$ cat src/rtl/piano_pkg.sv
// Shared types and constants for the tile sequencer game.
//   NUM_TILES     : number of playfield tiles / buttons
//   LFSR_TAPS     : feedback mask of the 8-bit Fibonacci LFSR (taps 8,6,5,4)
//   state_e       : game FSM state encoding
//   pick_target() : maps a random index onto a tile, avoiding a repeat
//   tile_onehot() : tile index to one-hot tile mask
package piano_pkg;

    localparam int unsigned NUM_TILES   = 6;
    localparam int unsigned TILE_IDX_W  = 3;
    localparam int unsigned LFSR_W      = 8;
    localparam int unsigned SCORE_W     = 8;
    localparam int unsigned LIVES_W     = 2;
    localparam int unsigned FRAME_CNT_W = 8;

    localparam logic [LFSR_W-1:0] LFSR_TAPS = 8'hB8;

    typedef logic [NUM_TILES-1:0]  tile_mask_t;
    typedef logic [TILE_IDX_W-1:0] tile_idx_t;

    typedef enum logic [2:0] {
        ST_IDLE = 3'd0,
        ST_PICK = 3'd1,
        ST_SHOW = 3'd2,
        ST_HIT  = 3'd3,
        ST_MISS = 3'd4,
        ST_OVER = 3'd5
    } state_e;

    // Out-of-range indices wrap onto the low tiles; a repeat of the
    // previous target is bumped to the next tile so the player always moves.
    function automatic tile_idx_t pick_target(input tile_idx_t rnd, input tile_idx_t prev);
        tile_idx_t cand;
        cand = (rnd >= tile_idx_t'(NUM_TILES)) ? rnd - tile_idx_t'(NUM_TILES) : rnd;
        if (cand == prev) begin
            cand = (cand == tile_idx_t'(NUM_TILES - 1)) ? tile_idx_t'(0) : cand + tile_idx_t'(1);
        end
        return cand;
    endfunction

    function automatic tile_mask_t tile_onehot(input tile_idx_t idx);
        return tile_mask_t'(1) << idx;
    endfunction

endpackage

$ cat src/rtl/tile_lfsr.sv
// Free-running 8-bit Fibonacci LFSR, advanced every clock.
//   clk_d : clock
//   rst_n : asynchronous active-low reset (loads SEED)
//   rnd_o : low three LFSR bits, used as the random tile candidate
module tile_lfsr
    import piano_pkg::*;
#(
    parameter logic [LFSR_W-1:0] SEED = 8'hA5
) (
    input  logic                  clk_d,
    input  logic                  rst_n,
    output logic [TILE_IDX_W-1:0] rnd_o
);

    logic [LFSR_W-1:0] lfsr_q;
    logic [LFSR_W-1:0] lfsr_d;

    // Shift left, XOR of the tapped bits enters at bit 0.
    always_comb begin
        lfsr_d = {lfsr_q[LFSR_W-2:0], ^(lfsr_q & LFSR_TAPS)};
    end

    always_ff @(posedge clk_d or negedge rst_n) begin
        if (!rst_n) begin
            lfsr_q <= SEED;
        end else begin
            lfsr_q <= lfsr_d;
        end
    end

    assign rnd_o = lfsr_q[TILE_IDX_W-1:0];

endmodule

$ cat src/rtl/tile_sequencer.sv
// Whack-a-tile game sequencer: lights one random tile, scores a correct
// press, penalises a wrong press or a frame-count timeout, and shows
// hit/miss feedback for a fixed number of frames.
//   clk_d      : pixel clock
//   rst_n      : asynchronous active-low reset
//   frame_tick : one-cycle pulse per video frame
//   btn        : debounced button levels, bit i = tile i
//   start      : level, rising edge starts a game
//   tile_lit   : one-hot lit tile mask
//   hit_flash  : hit feedback active
//   miss_flash : miss feedback active
//   score      : hits this game, saturating
//   lives      : remaining lives
//   game_over  : game finished
module tile_sequencer
    import piano_pkg::*;
#(
    parameter int unsigned       TIMEOUT_INIT = 60,
    parameter int unsigned       TIMEOUT_MIN  = 15,
    parameter int unsigned       TIMEOUT_STEP = 3,
    parameter int unsigned       FLASH_FRAMES = 10,
    parameter int unsigned       LIVES_INIT   = 3,
    parameter logic [LFSR_W-1:0] LFSR_SEED    = 8'hA5
) (
    input  logic                 clk_d,
    input  logic                 rst_n,
    input  logic                 frame_tick,
    input  logic [NUM_TILES-1:0] btn,
    input  logic                 start,
    output logic [NUM_TILES-1:0] tile_lit,
    output logic                 hit_flash,
    output logic                 miss_flash,
    output logic [SCORE_W-1:0]   score,
    output logic [LIVES_W-1:0]   lives,
    output logic                 game_over
);

    state_e                 state_q, state_d;
    tile_mask_t             btn_q;
    logic                   start_q;
    tile_idx_t              tgt_q, tgt_d;
    logic [FRAME_CNT_W-1:0] cnt_q, cnt_d;
    logic [FRAME_CNT_W-1:0] timeout_q, timeout_d;
    logic [SCORE_W-1:0]     score_q, score_d;
    logic [LIVES_W-1:0]     lives_q, lives_d;
    tile_mask_t             tile_lit_q, tile_lit_d;
    logic                   hit_flash_q, hit_flash_d;
    logic                   miss_flash_q, miss_flash_d;
    logic                   game_over_q, game_over_d;

    tile_idx_t              rnd;
    tile_mask_t             press_c;
    tile_mask_t             tgt_mask_c;
    logic                   start_edge_c;

    tile_lfsr #(
        .SEED (LFSR_SEED)
    ) u_lfsr (
        .clk_d (clk_d),
        .rst_n (rst_n),
        .rnd_o (rnd)
    );

    assign press_c      = btn & ~btn_q;
    assign start_edge_c = start & ~start_q;
    assign tgt_mask_c   = tile_onehot(tgt_q);

    // Next-state and next-output logic.
    always_comb begin
        state_d      = state_q;
        tgt_d        = tgt_q;
        cnt_d        = cnt_q;
        timeout_d    = timeout_q;
        score_d      = score_q;
        lives_d      = lives_q;
        tile_lit_d   = '0;
        hit_flash_d  = 1'b0;
        miss_flash_d = 1'b0;
        game_over_d  = 1'b0;

        unique case (state_q)
            ST_IDLE, ST_OVER: begin
                if (start_edge_c) begin
                    score_d   = '0;
                    lives_d   = LIVES_W'(LIVES_INIT);
                    timeout_d = FRAME_CNT_W'(TIMEOUT_INIT);
                    state_d   = ST_PICK;
                end
            end
            ST_PICK: begin
                tgt_d   = pick_target(rnd, tgt_q);
                cnt_d   = '0;
                state_d = ST_SHOW;
            end
            ST_SHOW: begin
                // A press wins over a simultaneous timeout tick.
                if (press_c != '0) begin
                    cnt_d = '0;
                    if (press_c == tgt_mask_c) begin
                        state_d = ST_HIT;
                        if (score_q != '1) begin
                            score_d = score_q + SCORE_W'(1);
                        end
                        if (timeout_q >= FRAME_CNT_W'(TIMEOUT_MIN + TIMEOUT_STEP)) begin
                            timeout_d = timeout_q - FRAME_CNT_W'(TIMEOUT_STEP);
                        end else begin
                            timeout_d = FRAME_CNT_W'(TIMEOUT_MIN);
                        end
                    end else begin
                        state_d = ST_MISS;
                        lives_d = lives_q - LIVES_W'(1);
                    end
                end else if (frame_tick) begin
                    if (cnt_q == timeout_q - FRAME_CNT_W'(1)) begin
                        state_d = ST_MISS;
                        lives_d = lives_q - LIVES_W'(1);
                        cnt_d   = '0;
                    end else begin
                        cnt_d = cnt_q + FRAME_CNT_W'(1);
                    end
                end
            end
            ST_HIT, ST_MISS: begin
                if (frame_tick) begin
                    if (cnt_q == FRAME_CNT_W'(FLASH_FRAMES - 1)) begin
                        cnt_d   = '0;
                        state_d = (lives_q == '0) ? ST_OVER : ST_PICK;
                    end else begin
                        cnt_d = cnt_q + FRAME_CNT_W'(1);
                    end
                end
            end
            default: begin
                state_d = ST_IDLE;
            end
        endcase

        // Outputs follow the current state, so they lag it by one clock.
        if (state_q == ST_SHOW || state_q == ST_HIT || state_q == ST_MISS) begin
            tile_lit_d = tgt_mask_c;
        end
        hit_flash_d  = (state_q == ST_HIT);
        miss_flash_d = (state_q == ST_MISS);
        game_over_d  = (state_q == ST_OVER);
    end

    always_ff @(posedge clk_d or negedge rst_n) begin
        if (!rst_n) begin
            state_q      <= ST_IDLE;
            btn_q        <= '0;
            start_q      <= 1'b0;
            tgt_q        <= '0;
            cnt_q        <= '0;
            timeout_q    <= '0;
            score_q      <= '0;
            lives_q      <= '0;
            tile_lit_q   <= '0;
            hit_flash_q  <= 1'b0;
            miss_flash_q <= 1'b0;
            game_over_q  <= 1'b0;
        end else begin
            state_q      <= state_d;
            btn_q        <= btn;
            start_q      <= start;
            tgt_q        <= tgt_d;
            cnt_q        <= cnt_d;
            timeout_q    <= timeout_d;
            score_q      <= score_d;
            lives_q      <= lives_d;
            tile_lit_q   <= tile_lit_d;
            hit_flash_q  <= hit_flash_d;
            miss_flash_q <= miss_flash_d;
            game_over_q  <= game_over_d;
        end
    end

    assign tile_lit   = tile_lit_q;
    assign hit_flash  = hit_flash_q;
    assign miss_flash = miss_flash_q;
    assign score      = score_q;
    assign lives      = lives_q;
    assign game_over  = game_over_q;

endmodule
$ cat config.mk
export PLATFORM = sky130hd
export DESIGN_NAME = tile_sequencer
export DESIGN_NICKNAME = d
export VERILOG_FILES = /design/src/rtl/piano_pkg.sv /design/src/rtl/tile_lfsr.sv /design/src/rtl/tile_sequencer.sv
export SDC_FILE = /design/constraint.sdc
export NUM_CORES = 1
export LEC_CHECK = 0
export CAP_MARGIN = 5
export CORE_UTILIZATION = 25
export DETAILED_ROUTE_END_ITERATION = 16
export PLACE_DENSITY_LB_ADDON = 0.2
export SYNTH_ARGS = -nofsm -noshare
export SYNTH_HDL_FRONTEND = slang
export SYNTH_SLANG_ARGS = --single-unit
$ cat constraint.sdc
create_clock -name clk_d -period 2.45 [get_ports clk_d]
set_input_delay 0.735 -clock clk_d [delete_from_list [all_inputs] [get_ports clk_d]]
set_output_delay 0.735 -clock clk_d [all_outputs]
set_load 0.005 [all_outputs]
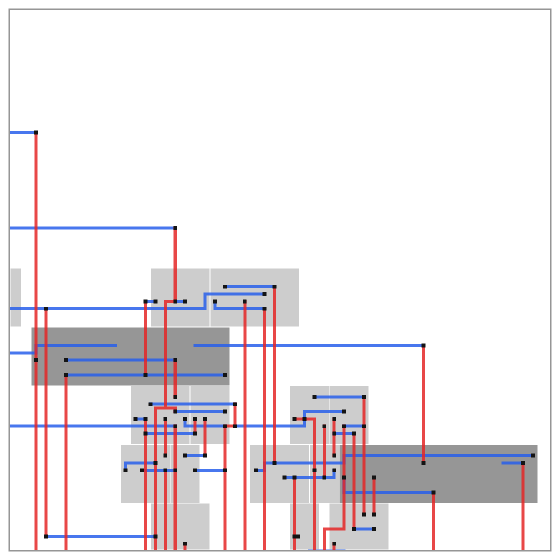
Fig. 1. A small window of the routed layout (run 1).
Region (74, 74) to (99, 99) um. Cells in gray, sequential cells in the stronger gray; small squares are vias.
- met1: blue
- met2: red
- most frequent: buf_4 (3), nor3_1 (2), dfrtp_1 (2)
- sequential cells in the window: 2
- cells with their middle in the window: 15
- netlist names of flops here include: timeout_q (2)

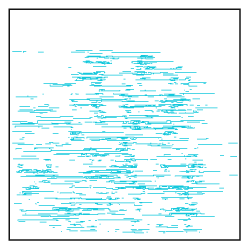
Fig. 2. Metal 1 (run 1).
(2 px per um)
- share of all routed wire: 49%
- wire length on this layer: 3950 um
- main direction: horizontal

==> ci_impl_report.md, run 1 <==
## Implementation flow summary

| Metric | Value |
|---|---|
| WP data arrival | roughly 2.6 ns |
| Synth Instances | approximately 350 |
| Logic pwr share | 0.504 |
| Die span in x | approximately 110 um |
| Post-route non-filler standard cell count | between 500 and 600 |
| CTS Buf Count | 5 |
| CP cell instances | dlygate4sd2_1, nor2b_4, xnor2_1, or4_4, nor2_4, buf_6, nand3_4, or4_1, nand3_1 |
| Yosys top cell area share | 0.410 |
| Worst slew pin tran | ~0.44 ns |
| Placed Instance Area | 3950 um2 |
| IO Count | 29 |
| XORs/XNORs by Area | 0.0414 |
| Hold Path Sink | u_lfsr.lfsr_q[7] |
| Setup crit end kind | flip-flop |
| Adders+Majority by Area | 0.0276 |
| Layout cells sized above 1 | 0.242 |
| Number of tapcells | between 150 and 200 |
| WL final | 8140 um |
| Vias in the first global route | between 2000 and 3000 |
| Routed via count | approximately 2800 |
| Worst EP required | 2.68 ns |
| Status | completed |
| Delay-heaviest family, CP | simple AND/OR/NAND/NOR gates |
| Clk power | approximately 0.73 mW |
| Buffers on Ports | 28 |
| Clock-cell share of area | 0.0338 |
| Top Layer Used | met4 |
| Registers, synthesis | roughly 56 |
| Buf/Inv on CP | 2 |
| RePlAce Congestion | between 0.8 and 0.9 |
| GR Util All Layers | 0.135 |
| Top cell type by total area after synthesis | dfrtp_1 |
| Area added between synthesis and finish | 35.1% |
| Post-Layout Inst Area | 4290 um2 |
| WHS Path Cells | 0 |
| DPL Wire Length | ~5800 um |
| Period utilisation layout | 0.979 |
| Setup bufs post-CTS | 2 |
| Final setup vio count | 0 |
| Top-count cell post-synth | dfrtp_1 |
| Post-synth seq share | 0.443 |
| Clock Power Share | 0.184 |
| First DRT Iteration DRCs | 84 |
| Tool Warnings | 30 |
| Min setup slack post-route | between 0.05 and 0.06 ns |
| PnR Total Power | 3.97 mW |
| Setup CP Type | in2reg |
| Simple-Gate Area Share | 0.217 |
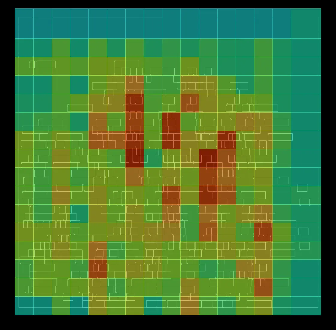
Fig. 3. Routing congestion map (run 1).
GRT Max-Usage Layer: met2
routing usage on met3: 0.0265
grt met1 use: 0.178
M2 GR Usage: 0.224

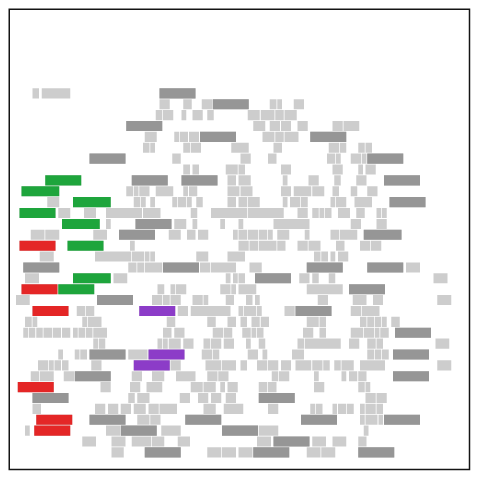
Fig. 4. Sequential cells colored by netlist name (run 1).
(4 px per um) Other sequential cells in the stronger gray, the rest of the logic in the fainter gray.
- u_lfsr.lfsr_q: green (sequential cells 8; where middle left)
- tile_lit: red (sequential cells 6)
- state_q: purple (sequential cells 3)

--- run 2 (diff from run 1) ---
Settings changed: SLEW_MARGIN from default to 20.
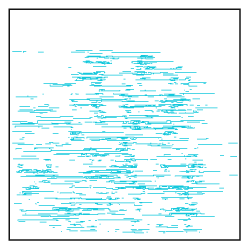
Fig. 5. Metal 1 (run 2).
(2 px per um)
- share of all routed wire: 49%
- nets with wire on the layer: 399
- main direction: horizontal
- wire length on this layer: 3950 um

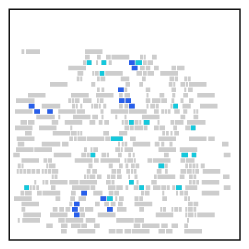
Fig. 6. Gate families picked out (run 2).
(2 px per um)
- AND-OR and OR-AND gates: cyan (cells 18)
- XOR/XNOR gates: blue (cells 15)

==> run 2 against run 1 <==
Core utilization did not move; final cell count did not move; via count did not move; cell area did not move; first-iteration DRC count did not move; synthesized cell count did not move; largest power group unchanged.
==> ci_impl_report.md, run 2 <==
## Implementation flow summary

| Metric | Value |
|---|---|
| Status | completed (unchanged) |
| CP cell instances | dlygate4sd2_1, nor2b_4, xnor2_1, or4_4, nor2_4, buf_6, nand3_4, or4_1, nand3_1 (unchanged) |
| Placed Instance Area | 3950 um2 (unchanged) |
| WL final | 8140 um (unchanged) |
| Vias in the first global route | 2854 (unchanged) |
| Top cell type by total area after synthesis | dfrtp_1 (unchanged) |
| DPL Wire Length | 5760 um (unchanged) |
| Delay-heaviest family, CP | simple AND/OR/NAND/NOR gates (unchanged) |
| Number of tapcells | 168 (unchanged) |
| Buffers on Ports | 28 (unchanged) |
| GRT Max-Usage Layer | met2 (unchanged) |
| Top-count cell post-synth | dfrtp_1 (unchanged) |
| Registers, synthesis | 56 (unchanged) |
| Setup crit end kind | flip-flop (unchanged) |
| IO Count | 29 (unchanged) |
| Grt met1 use | 0.178 (unchanged) |
| First DRT Iteration DRCs | 84 (unchanged) |
| Worst EP required | 2.68 ns (about the same) |
| Post-synth seq share | 0.443 (unchanged) |
| WHS Path Cells | 0 (unchanged) |
| Clock Power Share | 0.184 (about the same) |
| Routed via count | 2793 (unchanged) |
| GR Util All Layers | 0.135 (unchanged) |
| Top Layer Used | met4 (unchanged) |
| Adders+Majority by Area | 0.0276 (unchanged) |
| Synth Instances | 350 (unchanged) |
| Setup CP Type | in2reg (unchanged) |
| RePlAce Congestion | 0.804 (unchanged) |
| Final setup vio count | 0 (unchanged) |
| Routing usage on met3 | 0.0265 (unchanged) |
| Hold Path Sink | u_lfsr.lfsr_q[7] (unchanged) |
| XORs/XNORs by Area | 0.0414 (unchanged) |
| Area added between synthesis and finish | 35.1% (unchanged) |
| Die span in x | 115 um (unchanged) |
| Yosys top cell area share | 0.410 (unchanged) |
| Min setup slack post-route | 0.0517 ns (unchanged) |
| CTS Buf Count | 5 (unchanged) |
| Worst slew pin tran | 0.442 ns (unchanged) |
--- run 3 (diff from run 2) ---
Settings changed: PLACE_DENSITY from default to 0.49, PLACE_DENSITY_LB_ADDON 0.2 to default, SYNTH_HIERARCHICAL from default to 1.
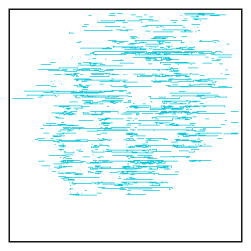
Fig. 7. Metal 1 (run 3).
(2 px per um)
grt met1 use: 0.171
WL final: 7410 um
routed via count: 2695

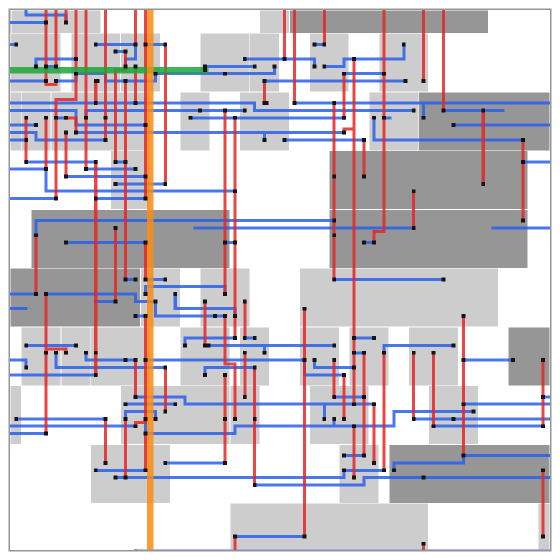
Fig. 8. A small window of the routed layout (run 3).
Region (74, 74) to (99, 99) um. Cells in gray, sequential cells in the stronger gray; small squares are vias.
- met3: green
- met1: blue
- met2: red
- met4: orange
- sequential cells in the window: 6
- netlist names of flops here include: tgt_q (2), u_lfsr/lfsr_q (2)
- most frequent: dfrtp_1 (6), nor2_1 (5), and3_1 (4)
- cells with their middle in the window: 38

==> run 3 against run 2 <==
Critical path depth unchanged; via count decreased by 3.5%; synthesized cell count decreased by 1.7%; clock-buffer cell count decreased by 1; non-clock buffer count decreased by 25; sequential power increased by 4%; final cell count decreased by 4.3%; combinational power decreased by about 30%; clock power increased by 2%; critical path type unchanged; highest routed layer unchanged.
==> ci_impl_report.md, run 3 <==
## Implementation flow summary

| Metric | Value |
|---|---|
| Hold Path Sink | u_lfsr/lfsr_q[7] (was u_lfsr.lfsr_q[7]) |
| Routing usage on met3 | 0.0204 (was 0.0265) |
| Top Layer Used | met4 (unchanged) |
| Simple-Gate Area Share | 0.256 (was 0.217) |
| Buf/Inv on CP | 2 (unchanged) |
| Setup crit end kind | flip-flop (unchanged) |
| Registers, synthesis | 56 (unchanged) |
| Period utilisation layout | 0.949 (was 0.979) |
| Area added between synthesis and finish | 24.6% (was 35.1%) |
| WHS Path Cells | 0 (unchanged) |
| Top-count cell post-synth | dfrtp_1 (unchanged) |
| Setup bufs post-CTS | 2 (unchanged) |
| Clock Power Share | 0.217 (was 0.184) |
| Clk power | 0.744 mW (was 0.732 mW) |
| PnR Total Power | 3.43 mW (was 3.97 mW) |
| Vias in the first global route | 2682 (was 2854) |
| Post-route non-filler standard cell count | 561 (was 586) |
| Top cell type by total area after synthesis | dfrtp_1 (unchanged) |
| XORs/XNORs by Area | 0.0272 (was 0.0414) |
| CP cell instances | dlygate4sd2_1, nor2b_4, a211oi_2, o21ai_1, a221oi_4, buf_4, nand2_1, or4_1, o21ai_1 (was dlygate4sd2_1, nor2b_4, xnor2_1, or4_4, nor2_4, buf_6, nand3_4, or4_1, nand3_1) |
| DPL Wire Length | 5520 um (was 5760 um) |
| Status | completed (unchanged) |
| Worst slew pin tran | 0.504 ns (was 0.442 ns) |
| Die span in x | 115 um (about the same) |
| Delay-heaviest family, CP | AND-OR/OR-AND gates (was simple AND/OR/NAND/NOR gates) |
| First DRT Iteration DRCs | 128 (was 84) |
| Clock-cell share of area | 0.0374 (was 0.0338) |
| Layout cells sized above 1 | 0.154 (was 0.242) |
| Min setup slack post-route | 0.126 ns (was 0.0517 ns) |
| Yosys top cell area share | 0.404 (was 0.410) |
| Placed Instance Area | 3810 um2 (was 3950 um2) |
| Post-synth seq share | 0.437 (was 0.443) |
| RePlAce Congestion | 0.823 (was 0.804) |
| GR Util All Layers | 0.119 (was 0.135) |
| Worst EP required | 2.68 ns (about the same) |
| Setup CP Type | in2reg (unchanged) |
| Synth Instances | 344 (was 350) |
| Adders+Majority by Area | 0.0272 (was 0.0276) |
| CTS Buf Count | 5 (unchanged) |
No activity file was given, so power comes from the tool's default toggle rates.
